**src/rtl/uart_rx_oversample_if.sv**
```systemverilog
// Byte-stream port of the oversampling UART receiver: held byte, status flags
// and the valid/ready handshake toward the consumer.
interface uart_rx_oversample_if #(
    parameter int DATA_W = 8
) ();
    logic [DATA_W-1:0] data_out;
    logic              valid_out;
    logic              ready_in;
    logic              parity_ok;
    logic              frame_err;
    logic              break_det;
    logic              overrun;

    modport master (
        output data_out, valid_out, parity_ok, frame_err, break_det, overrun,
        input  ready_in
    );

    modport slave (
        input  data_out, valid_out, parity_ok, frame_err, break_det, overrun,
        output ready_in
    );
endinterface

```
**src/rtl/uart_rx_oversample.sv**
```systemverilog
// 16x-oversampling UART receiver: start qualification, optional even parity,
// 1/2 stop bits, framing/break detection and a one-entry holding register.
module uart_rx_oversample #(
    parameter int DATA_W = 8,
    parameter int DIV_W  = 12,
    parameter int OVS    = 16
) (
    input  logic             clk,
    input  logic             reset,
    input  logic             rx,
    input  logic             rx_en,
    input  logic             parity_sel,
    input  logic             stop_sel,
    input  logic [DIV_W-1:0] baud_divisor,
    uart_rx_oversample_if.master rx_bus
);
    localparam int SAMP_W = $clog2(OVS);
    localparam int BIT_W  = $clog2(DATA_W + 1);
    localparam logic [DIV_W-1:0]  DIV_ONE  = DIV_W'(1);
    localparam logic [SAMP_W-1:0] SAMP_ONE = SAMP_W'(1);
    localparam logic [SAMP_W-1:0] HALF     = SAMP_W'(OVS / 2 - 1);
    localparam logic [SAMP_W-1:0] LAST     = SAMP_W'(OVS - 1);
    localparam logic [BIT_W-1:0]  BIT_ONE  = BIT_W'(1);
    localparam logic [BIT_W-1:0]  LAST_BIT = BIT_W'(DATA_W - 1);

    typedef enum logic [2:0] {IDLE, START, DATA, PARITY, STOP1, STOP2, WAIT_IDLE} state_t;

    function automatic logic [DIV_W-1:0] clamp_div(input logic [DIV_W-1:0] d);
        return (d == '0) ? DIV_ONE : d;
    endfunction

    function automatic logic is_break(input logic [DATA_W-1:0] d, input logic ferr,
                                      input logic pen, input logic pbit);
        return (d == '0) && ferr && (!pen || !pbit);
    endfunction

    state_t            state;
    logic              rx_s1, rx_s2;
    logic [DIV_W-1:0]  div_l, div_cnt;
    logic [SAMP_W-1:0] samp_cnt;
    logic [BIT_W-1:0]  bit_cnt;
    logic [DATA_W-1:0] shift;
    logic              par_l, stop_l, par_bit, stop1_bit;

    logic              commit_p1, perr_p1, ferr_p1, brk_p1;
    logic [DATA_W-1:0] byte_p1;

    logic [DATA_W-1:0] data_q;
    logic              valid_q, pok_q, ferr_q, brk_q, overrun_q;

    logic tick, bit_end, frame_end, ferr_now;

    assign tick      = (div_cnt == div_l - DIV_ONE);
    assign bit_end   = tick && (samp_cnt == LAST);
    assign frame_end = bit_end && ((state == STOP1 && !stop_l) || state == STOP2);
    // Either stop sample being low is a framing error.
    assign ferr_now  = !rx_s2 || (state == STOP2 && !stop1_bit);

    // Stage p0: synchroniser, tick generator and frame FSM
    always_ff @(posedge clk) begin
        if (!reset) begin
            rx_s1     <= 1'b1;
            rx_s2     <= 1'b1;
            state     <= IDLE;
            div_l     <= '0;
            div_cnt   <= '0;
            samp_cnt  <= '0;
            bit_cnt   <= '0;
            shift     <= '0;
            par_l     <= 1'b0;
            stop_l    <= 1'b0;
            par_bit   <= 1'b0;
            stop1_bit <= 1'b0;
            commit_p1 <= 1'b0;
            perr_p1   <= 1'b0;
            ferr_p1   <= 1'b0;
            brk_p1    <= 1'b0;
            byte_p1   <= '0;
        end else begin
            rx_s1     <= rx;
            rx_s2     <= rx_s1;
            commit_p1 <= 1'b0;
            if (state != IDLE && state != WAIT_IDLE) begin
                if (tick) begin
                    div_cnt  <= '0;
                    samp_cnt <= (samp_cnt == LAST) ? '0 : samp_cnt + SAMP_ONE;
                end else begin
                    div_cnt <= div_cnt + DIV_ONE;
                end
            end
            if (!rx_en) begin
                state    <= IDLE;
                div_cnt  <= '0;
                samp_cnt <= '0;
                bit_cnt  <= '0;
            end else begin
                case (state)
                    IDLE: if (!rx_s2) begin
                        state    <= START;
                        par_l    <= parity_sel;
                        stop_l   <= stop_sel;
                        div_l    <= clamp_div(baud_divisor);
                        div_cnt  <= '0;
                        samp_cnt <= '0;
                        bit_cnt  <= '0;
                    end
                    START: if (tick && samp_cnt == HALF) begin
                        samp_cnt <= '0;
                        state    <= rx_s2 ? IDLE : DATA;
                    end
                    DATA: if (bit_end) begin
                        shift <= {rx_s2, shift[DATA_W-1:1]};
                        if (bit_cnt == LAST_BIT) begin
                            bit_cnt <= '0;
                            state   <= par_l ? PARITY : STOP1;
                        end else begin
                            bit_cnt <= bit_cnt + BIT_ONE;
                        end
                    end
                    PARITY: if (bit_end) begin
                        par_bit <= rx_s2;
                        state   <= STOP1;
                    end
                    STOP1: if (bit_end && stop_l) begin
                        stop1_bit <= rx_s2;
                        state     <= STOP2;
                    end
                    WAIT_IDLE: if (rx_s2) state <= IDLE;
                    default: ;
                endcase
                if (frame_end) begin
                    commit_p1 <= 1'b1;
                    byte_p1   <= shift;
                    perr_p1   <= par_l && (par_bit != ^shift);
                    ferr_p1   <= ferr_now;
                    brk_p1    <= is_break(shift, ferr_now, par_l, par_bit);
                    state     <= ferr_now ? WAIT_IDLE : IDLE;
                end
            end
        end
    end

    // Stage p1: holding register and consumer handshake
    always_ff @(posedge clk) begin
        if (!reset) begin
            data_q    <= '0;
            valid_q   <= 1'b0;
            pok_q     <= 1'b0;
            ferr_q    <= 1'b0;
            brk_q     <= 1'b0;
            overrun_q <= 1'b0;
        end else begin
            if (valid_q && rx_bus.ready_in) begin
                valid_q   <= 1'b0;
                overrun_q <= 1'b0;
            end
            if (commit_p1) begin
                // A same-edge handshake frees the slot, so the new frame loads.
                if (!valid_q || rx_bus.ready_in) begin
                    data_q  <= byte_p1;
                    pok_q   <= !perr_p1;
                    ferr_q  <= ferr_p1;
                    brk_q   <= brk_p1;
                    valid_q <= 1'b1;
                end else begin
                    overrun_q <= 1'b1;
                end
            end
        end
    end

    assign rx_bus.data_out  = data_q;
    assign rx_bus.valid_out = valid_q;
    assign rx_bus.parity_ok = pok_q;
    assign rx_bus.frame_err = ferr_q;
    assign rx_bus.break_det = brk_q;
    assign rx_bus.overrun   = overrun_q;
endmodule

```
**src/flat_wrapper.sv**
```systemverilog
// flat-port wrapper written by rule: the top's interface ports become plain ports
module uart_rx_oversample_flat 
#(
    parameter int DATA_W = 8,
    parameter int DIV_W  = 12,
    parameter int OVS    = 16
)
  (clk, reset, rx, rx_en, parity_sel, stop_sel, baud_divisor, rx_bus_data_out, rx_bus_valid_out, rx_bus_parity_ok, rx_bus_frame_err, rx_bus_break_det, rx_bus_overrun, rx_bus_ready_in);
  uart_rx_oversample_if #(.DATA_W(DATA_W)) rx_bus_i ();
  input  logic clk;
  input  logic reset;
  input  logic rx;
  input  logic rx_en;
  input  logic parity_sel;
  input  logic stop_sel;
  input  logic [DIV_W-1:0] baud_divisor;
  output wire logic [$bits(rx_bus_i.data_out)-1:0] rx_bus_data_out;
  output wire logic [$bits(rx_bus_i.valid_out)-1:0] rx_bus_valid_out;
  output wire logic [$bits(rx_bus_i.parity_ok)-1:0] rx_bus_parity_ok;
  output wire logic [$bits(rx_bus_i.frame_err)-1:0] rx_bus_frame_err;
  output wire logic [$bits(rx_bus_i.break_det)-1:0] rx_bus_break_det;
  output wire logic [$bits(rx_bus_i.overrun)-1:0] rx_bus_overrun;
  input wire logic [$bits(rx_bus_i.ready_in)-1:0] rx_bus_ready_in;
  assign rx_bus_data_out = rx_bus_i.data_out;
  assign rx_bus_valid_out = rx_bus_i.valid_out;
  assign rx_bus_parity_ok = rx_bus_i.parity_ok;
  assign rx_bus_frame_err = rx_bus_i.frame_err;
  assign rx_bus_break_det = rx_bus_i.break_det;
  assign rx_bus_overrun = rx_bus_i.overrun;
  assign rx_bus_i.ready_in = rx_bus_ready_in;
  uart_rx_oversample #(.DATA_W(DATA_W), .DIV_W(DIV_W), .OVS(OVS)) u_core (.clk(clk), .reset(reset), .rx(rx), .rx_en(rx_en), .parity_sel(parity_sel), .stop_sel(stop_sel), .baud_divisor(baud_divisor), .rx_bus(rx_bus_i));
endmodule
```
**config.mk**
```make
export PLATFORM = sky130hd
export DESIGN_NAME = uart_rx_oversample_flat
export DESIGN_NICKNAME = d
export VERILOG_FILES = /design/src/rtl/uart_rx_oversample_if.sv /design/src/rtl/uart_rx_oversample.sv /design/src/flat_wrapper.sv
export SDC_FILE = /design/constraint.sdc
export NUM_CORES = 1
export LEC_CHECK = 0
export CORE_UTILIZATION = 45
export DETAILED_ROUTE_END_ITERATION = 7
export PLACE_DENSITY = 0.63
export REMOVE_ABC_BUFFERS = 1
export SYNTH_ARGS = -nofsm -noshare
export SYNTH_HDL_FRONTEND = slang
export SYNTH_SLANG_ARGS = --single-unit
```
**constraint.sdc**
```tcl
create_clock -name clk -period 6.17 [get_ports clk]
set_input_delay 1.234 -clock clk [delete_from_list [all_inputs] [get_ports clk]]
set_output_delay 1.234 -clock clk [all_outputs]
set_load 0.02 [all_outputs]
```
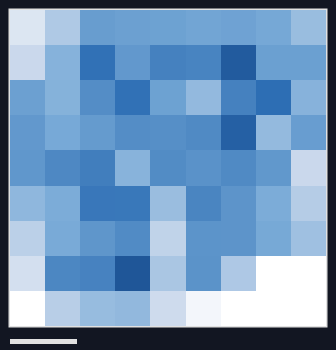
**Above:** run 1 (cell density map).
Scale bar: 20 um. 9 x 9 tiles, from white (low) to dark blue (high), 0 to 100% covered.
The emptiest ninth of the die: south-east. The mean over all tiles is 48%. The fullest tile reaches 85%. 3.7% of the tiles are over 75% full. 7.4% of the tiles are nearly empty.
area of the core region: 0.00826 mm2
FP Util: 0.467
core utilization of the finished layout: 0.536

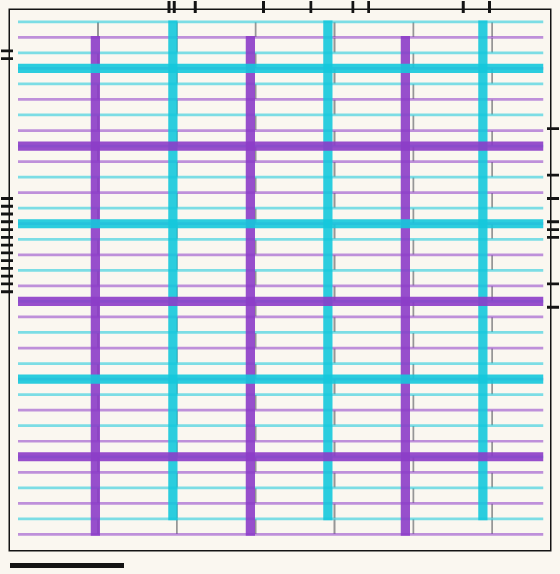
**Above:** run 1 (supply network).
Scale bar: 20 um. Pins as bars on the die edge. Tap cells in grey.
Key: purple = VSS; cyan = VDD
6 straps on met5. The core has 33 rows.
die width: 94.5 um
Chip Height: 94.5 um

==> results.cfg, run 1 <==
; generated from flow reports
[yosys]
netlist_top_cells_area = sky130_fd_sc_hd__dfxtp_1, sky130_fd_sc_hd__nand2_1, sky130_fd_sc_hd__mux2i_1, sky130_fd_sc_hd__nor2b_1, sky130_fd_sc_hd__xnor2_1
synth.yosys.num_cells = 457
ys_seq_share = 0.384
netlist_top_cells_count = sky130_fd_sc_hd__dfxtp_1, sky130_fd_sc_hd__nand2_1, sky130_fd_sc_hd__nor2_1
async_reset_ff_frac = 0
synth_area_mm2 = 0.00385
enable_flop_cells = 0
ys_types = 55

[die]
ios = 32
die_area_mm2 = 0.00894

[final_timing]
fin_crit_ns = 3.83
max_freq_ghz = 0.261
worst_slew_margin_rel = 0.439
setup-tns-final_ns = 0
holdWs_ns = 0.437

[finish]
multi_input_comb_cells = 343
fraction_of_layout_instances_using_a_drive_strength_above_1 = 0.0563
top_regs = u_core.div_cnt (12), u_core.div_l (12)
final_layout_top_logic_cell = sky130_fd_sc_hd__dfxtp_1
fillers = 794
combGateArea_mm2 = 0.00221
comb_share = 0.499
instances_no_fill = 585

[setup_path]
timing.critical_path.to = u_core.shift[2]
cpLargestDelayFamily = simple AND/OR/NAND/NOR gates
endpoint_kind = register
worst_path_largest_cell_delay_ns = 0.68
reg2regPathDepth = 8

[drt]
avgRoutedWirePerCell_um = 14.1
ant_nets = 0
detail_route.iter0.violations = 146
drt_first_pass_iters = 4
wirelength_um = 8250

[run]
warnings = 25

[clocking]
cts.sinks = 74
clock_latency_ns = 0.35
cts_post_setup_buffers_inserted = 0
root_buffer = sky130_fd_sc_hd__clkbuf_8
cts_htree_levels = 3
ctsLongestPathBuffers = 2

[grt]
grt_start_max_net_pins = 61
grt_pass1_wl_um = 13600
grt_overflow = 0
antenna_found_initial = 0

[pwr]
power_leakage_nw = 1.64
power.total_mw = 0.997
cellPowerDensity_mw_per_mm2 = 225

[placed_design]
post_place_setup_slack_ns = 2.37

[hold_path]
hp-start = u_core.rx_s1
min_delay_path_depth = 1
hold_path.class = reg2reg
min_delay_worst_endpoint = u_core.rx_s2

[status]
outcome = finished clean
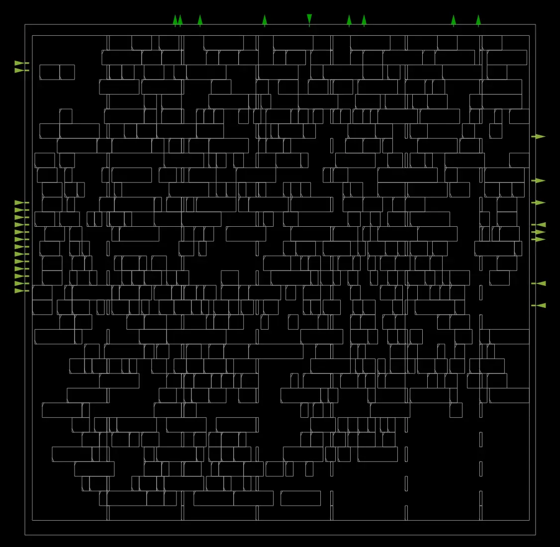
**Above:** run 1 (cell placement).
register share of the cell area: 0.334
flop count: 74
inserted tap cell count: 105
Rows: 33

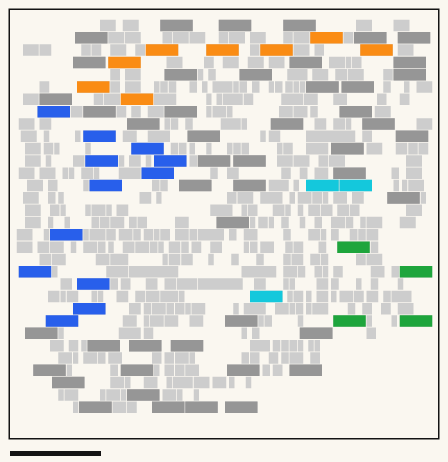
**Above:** run 1 (sequential cells coloured by netlist name).
Scale bar: 20 um.
Key: blue = u_core.div_l [sequential cells 12]; green = u_core.bit_cnt [sequential cells 4]; cyan = u_core.state [sequential cells 3]; orange = u_core.byte_p1 [sequential cells 8]
Sequential Power: 0.486 mW
register area: 0.00148 mm2

## run 1: routing by layer
layer	wire [um]	global-route usage
met1	4050	0.254
met2	3770	0.317
met3	360	0.0386
met4	78	0.0732
met5	0	0
## run 1: report_power, final
group	internal (mW)	leakage (nW)	switching (mW)	total (mW)
Clock	0.244	0.115	0.200	0.444
Sequential	0.480	0.597	0.00602	0.486
Combinational	0.0304	0.928	0.0367	0.0672
Total	0.755	1.64	0.243	0.997
## run 1: cell families after synthesis
kind of cell | share of synthesized area
flops | 0.384
xor+xnor | 0.0659
fa+ha+maj | 0.0260
mux | 0.0597
buf+inv | 0.0425
compound gates | 0.151
simple gates | 0.270
## run 1: worst reg2reg max path, delay by kind of cell, from the launching register on
kind | cells | cell delay, ns
flops | 1 | 0.38
compound gates | 3 | 0.75
simple gates | 5 | 2.58
--- run 2 (diff from run 1) ---
--- a/config.mk
+++ b/config.mk
@@ -7,7 +7,7 @@
 export LEC_CHECK = 0
 export CORE_UTILIZATION = 45
 export DETAILED_ROUTE_END_ITERATION = 7
-export PLACE_DENSITY = 0.63
+export PLACE_DENSITY = 0.66
 export REMOVE_ABC_BUFFERS = 1
 export SYNTH_ARGS = -nofsm -noshare
 export SYNTH_HDL_FRONTEND = slang
==> constraint.sdc (replaced) <==
create_clock -name clk -period 3.4 [get_ports clk]
set_input_delay 0.68 -clock clk [delete_from_list [all_inputs] [get_ports clk]]
set_output_delay 0.68 -clock clk [all_outputs]
set_load 0.02 [all_outputs]
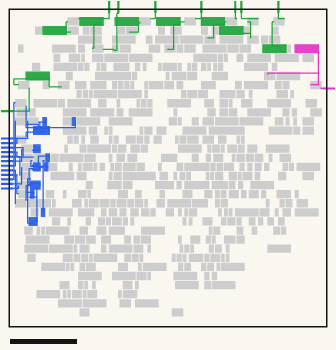
**Above:** run 2 (wires at chosen ports, followed through buffers).
Scale bar: 20 um.
Key: blue = baud_divisor [bits 12, direction input, end cells 15, buffers 12, wire 244 um]; green = rx_bus_data_out [bits 8, direction output, end cells 8, buffers 8, wire 145 um]; magenta = rx_bus_break_det [bits 1, direction output, end cells 1, buffers 1, wire 29.0 um]
count of input and output buffers: 31
I/O pin total: 32

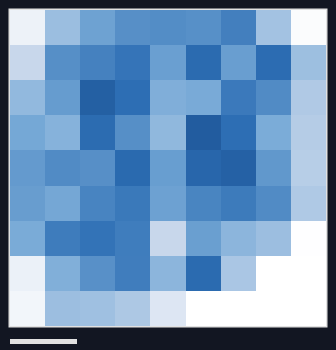
**Above:** run 2 (cell density map).
Scale bar: 20 um. 9 x 9 tiles, from white (low) to dark blue (high), 0 to 100% covered.
9.9% of the tiles are nearly empty. 12% of the tiles are over 75% full. The mean over all tiles is 49%. The fullest tile reaches 82%. The emptiest ninth of the die: south-east.
core utilization of the finished layout: 0.541

==> results.cfg, run 2 <==
; generated from flow reports
[pwr]
internal-power_mw = 1.34
power.total_mw = 1.75
net-switching-power_mw = 0.413
p_comb_mw = 0.124
power.switching_fraction = 0.236
power_leakage_nw = 1.68
power_sequential_mw = 0.882
seq_power_share = 0.503
cellPowerDensity_mw_per_mm2 = 393
clockNetworkPower_mw = 0.747

[finish]
top_regs = u_core.div_cnt (12), u_core.div_l (12)
combGateArea_mm2 = 0.00222
instances_no_fill = 591
comb_share = 0.496
final-seq-area_mm2 = 0.00148
final_layout_top_logic_cell = sky130_fd_sc_hd__dfxtp_1
fraction_of_layout_instances_using_a_drive_strength_above_1 = 0.0700
multi_input_comb_cells = 343

[drt]
routed-wl-met2_um = 3810
avgRoutedWirePerCell_um = 13.7
wl_met1_um = 3830
detail_route.iter0.violations = 79
wirelength_um = 8110
top_layer_in_use = met4
met3RoutedLength_um = 355
drt_first_pass_iters = 4

[hold_path]
hold_path.class = reg2reg
min_delay_path_depth = 1

[yosys]
synth.yosys.num_cells = 457
netlist_top_cells_area = sky130_fd_sc_hd__dfxtp_1, sky130_fd_sc_hd__nand2_1, sky130_fd_sc_hd__mux2i_1, sky130_fd_sc_hd__nor2b_1, sky130_fd_sc_hd__xnor2_1
enable_flop_cells = 0
ys_types = 55
netlist_top_cells_count = sky130_fd_sc_hd__dfxtp_1, sky130_fd_sc_hd__nand2_1, sky130_fd_sc_hd__nor2_1
async_reset_ff_frac = 0
ys_seq_share = 0.384
synth_area_mm2 = 0.00385

[final_timing]
fin_crit_ns = 3.14
max_freq_ghz = 0.318
holdWs_ns = 0.409
worst_slew_margin_rel = 0.497

[die]
rows = 33
die_area_mm2 = 0.00894
core-area_mm2 = 0.00826
die_y_um = 94.5
fp-utilization = 0.467

[grt]
grt_pass1_wl_um = 13900
top_usage_layer_grt = met2
grt_overflow = 0
met3_track_usage_gr = 0.0475
grt_use_met2 = 0.326
grt_start_max_net_pins = 60
grtUsageMet1 = 0.256

[clocking]
cts_post_setup_buffers_inserted = 0
cts.sinks = 74
clock_latency_ns = 0.34

[run]
warnings = 25

[placed_design]
post_place_setup_slack_ns = 0.232

[setup_path]
cpLargestDelayFamily = simple AND/OR/NAND/NOR gates
reg2regPathDepth = 8
timing.critical_path.to = u_core.bit_cnt[0]
endpoint_kind = register
worst_path_largest_cell_delay_ns = 0.55

[status]
outcome = finished clean
-- run 2: cell types whose count changed in the layout (fill, tap and decap cells not counted), sizes merged --
cell,previous run,this run
clkdlybuf4s50,31,30
inv,17,16
buf,1,9
clkinv,1,2
clkbuf,10,9
-- run 2: logic make-up (layout without fill, tap and decap cells) --
group                      count (synthesis)  in the layout  share of synthesized area
and+or+nand+nor                          199            199                      0.270
AOI/OAI and AO/OA                         84             84                      0.151
DFF                                       74             74                      0.384
buffers and inverters                     40             69                     0.0425
xor gates and xnor gates                  29             29                     0.0659
muxes                                     23             23                     0.0597
adders and majority gates                  8              8                     0.0260
--- run 3 (diff from run 2) ---
--- a/config.mk
+++ b/config.mk
@@ -5,6 +5,7 @@
 export SDC_FILE = /design/constraint.sdc
 export NUM_CORES = 1
 export LEC_CHECK = 0
+export CORE_MARGIN = 8
 export CORE_UTILIZATION = 45
 export DETAILED_ROUTE_END_ITERATION = 7
 export PLACE_DENSITY = 0.66
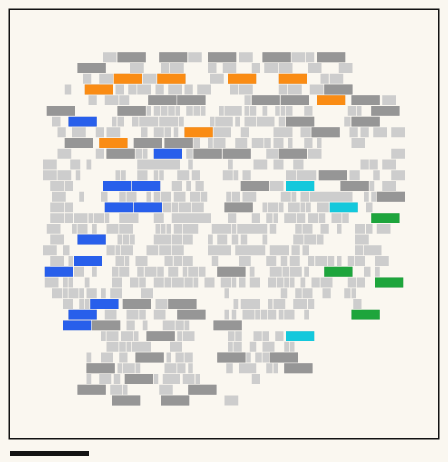
**Above:** run 3 (sequential cells coloured by netlist name).
Scale bar: 20 um.
Key: orange = u_core.byte_p1 [sequential cells 8]; blue = u_core.div_l [sequential cells 12, where west]; cyan = u_core.state [sequential cells 3]; green = u_core.bit_cnt [sequential cells 4]
Another 47 sequential cells are not coloured.
Sequential Power: 0.882 mW
register share of the cell area: 0.332

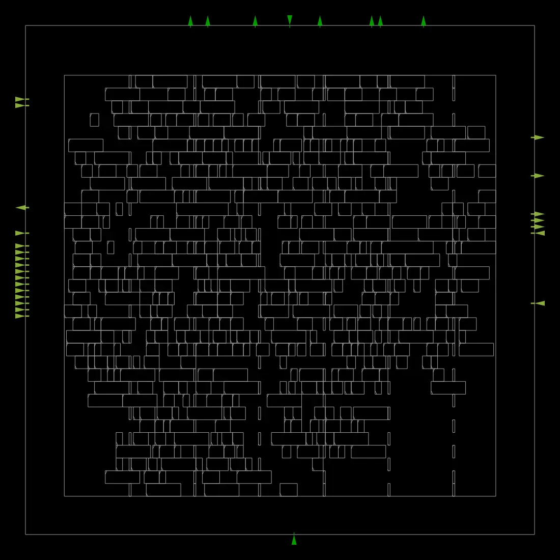
**Above:** run 3 (cell placement).
Layout fillers: 796
final instance count without filler cells: 591

==> results.cfg, run 3 <==
; generated from flow reports
[die]
inserted_tap_cell_count = 105
fp.dieW_um = 109
die_area_mm2 = 0.0118
fp-utilization = 0.467
die_y_um = 109
ios = 32
core-area_mm2 = 0.00826
rows = 33

[grt]
met3_track_usage_gr = 0.0357
antenna_found_initial = 0
grt_start_max_net_pins = 60
grt_overflow = 0
grt_use_met2 = 0.235
top_usage_layer_grt = met2

[yosys]
post_synth_ao_oa_area_fraction = 0.151
mux_area_fraction = 0.0597
synth-simple-area-share = 0.270
adder_share = 0.0260
async_reset_ff_frac = 0
yosys_xor_share = 0.0659
ys_types = 55
netlist_top_cells_area = sky130_fd_sc_hd__dfxtp_1, sky130_fd_sc_hd__nand2_1, sky130_fd_sc_hd__mux2i_1, sky130_fd_sc_hd__nor2b_1, sky130_fd_sc_hd__xnor2_1
synthTopLogicFamily = simple AND/OR/NAND/NOR gates
synth_area_mm2 = 0.00385
synthesis.area_per_instance_um2 = 8.43
netlist_top_cells_count = sky130_fd_sc_hd__dfxtp_1, sky130_fd_sc_hd__nand2_1, sky130_fd_sc_hd__nor2_1
synth.yosys.num_cells = 457

[final_timing]
fin_crit_ns = 3.18
worst_slew_margin_rel = 0.503
holdWs_ns = 0.415
max_freq_ghz = 0.315

[drt]
wirelength_um = 8520
top_layer_in_use = met4
ant_nets = 0
met3RoutedLength_um = 415
avgRoutedWirePerCell_um = 14.4
wl_met1_um = 4090
routed-wl-met2_um = 3760
detail_route.iter0.violations = 108

[pwr]
net-switching-power_mw = 0.428
seq_power_share = 0.499
p_comb_mw = 0.125
clockNetworkPower_mw = 0.761
internal-power_mw = 1.34
power_leakage_nw = 1.68
power.total_mw = 1.77
largestPowerGroup = registers
clock_power_share = 0.430
cellPowerDensity_mw_per_mm2 = 396

[finish]
top_regs = u_core.div_cnt (12), u_core.div_l (12)
final-seq-area_mm2 = 0.00148
comb_share = 0.496
combGateArea_mm2 = 0.00222
fin_util = 0.541
multi_input_comb_cells = 343
final_layout_top_logic_cell = sky130_fd_sc_hd__dfxtp_1

[setup_path]
critical_path_class = reg2reg
cpLargestDelayFamily = AND-OR/OR-AND gates
worst_path_largest_cell_delay_ns = 0.63
endpoint_kind = register

[clocking]
cts_htree_levels = 3
ctsLongestPathBuffers = 2
cts.sinks = 74
root_buffer = sky130_fd_sc_hd__clkbuf_8
clock_latency_ns = 0.35

[status]
outcome = finished clean

[placed_design]
post_place_setup_slack_ns = 0.200
port_buffers = 31

[run]
warnings = 25
==> run 3: cell counts after synthesis <==
Identical to the previous run, type by type.
==> run 3: worst paths after layout <==
check | endpoint | cells past startpoint | startpoint
hold reg to reg | u_core.rx_s2 | 1 | u_core.rx_s1
hold / removal | u_core.rx_s2 | 1 | u_core.rx_s1
setup reg to reg | u_core.bit_cnt[1] | 10 | u_core.div_l[3]
setup / recovery | u_core.bit_cnt[1] | 10 | u_core.div_l[3]
==> run 3: repair_timing <==
item                                    in CTS  in global routing
buffers inserted                             0                  0
endpoints found under the setup margin       0                  1
resized                                      0                  1
Power figures rest on the tool's default switching activity, not on a simulated workload.
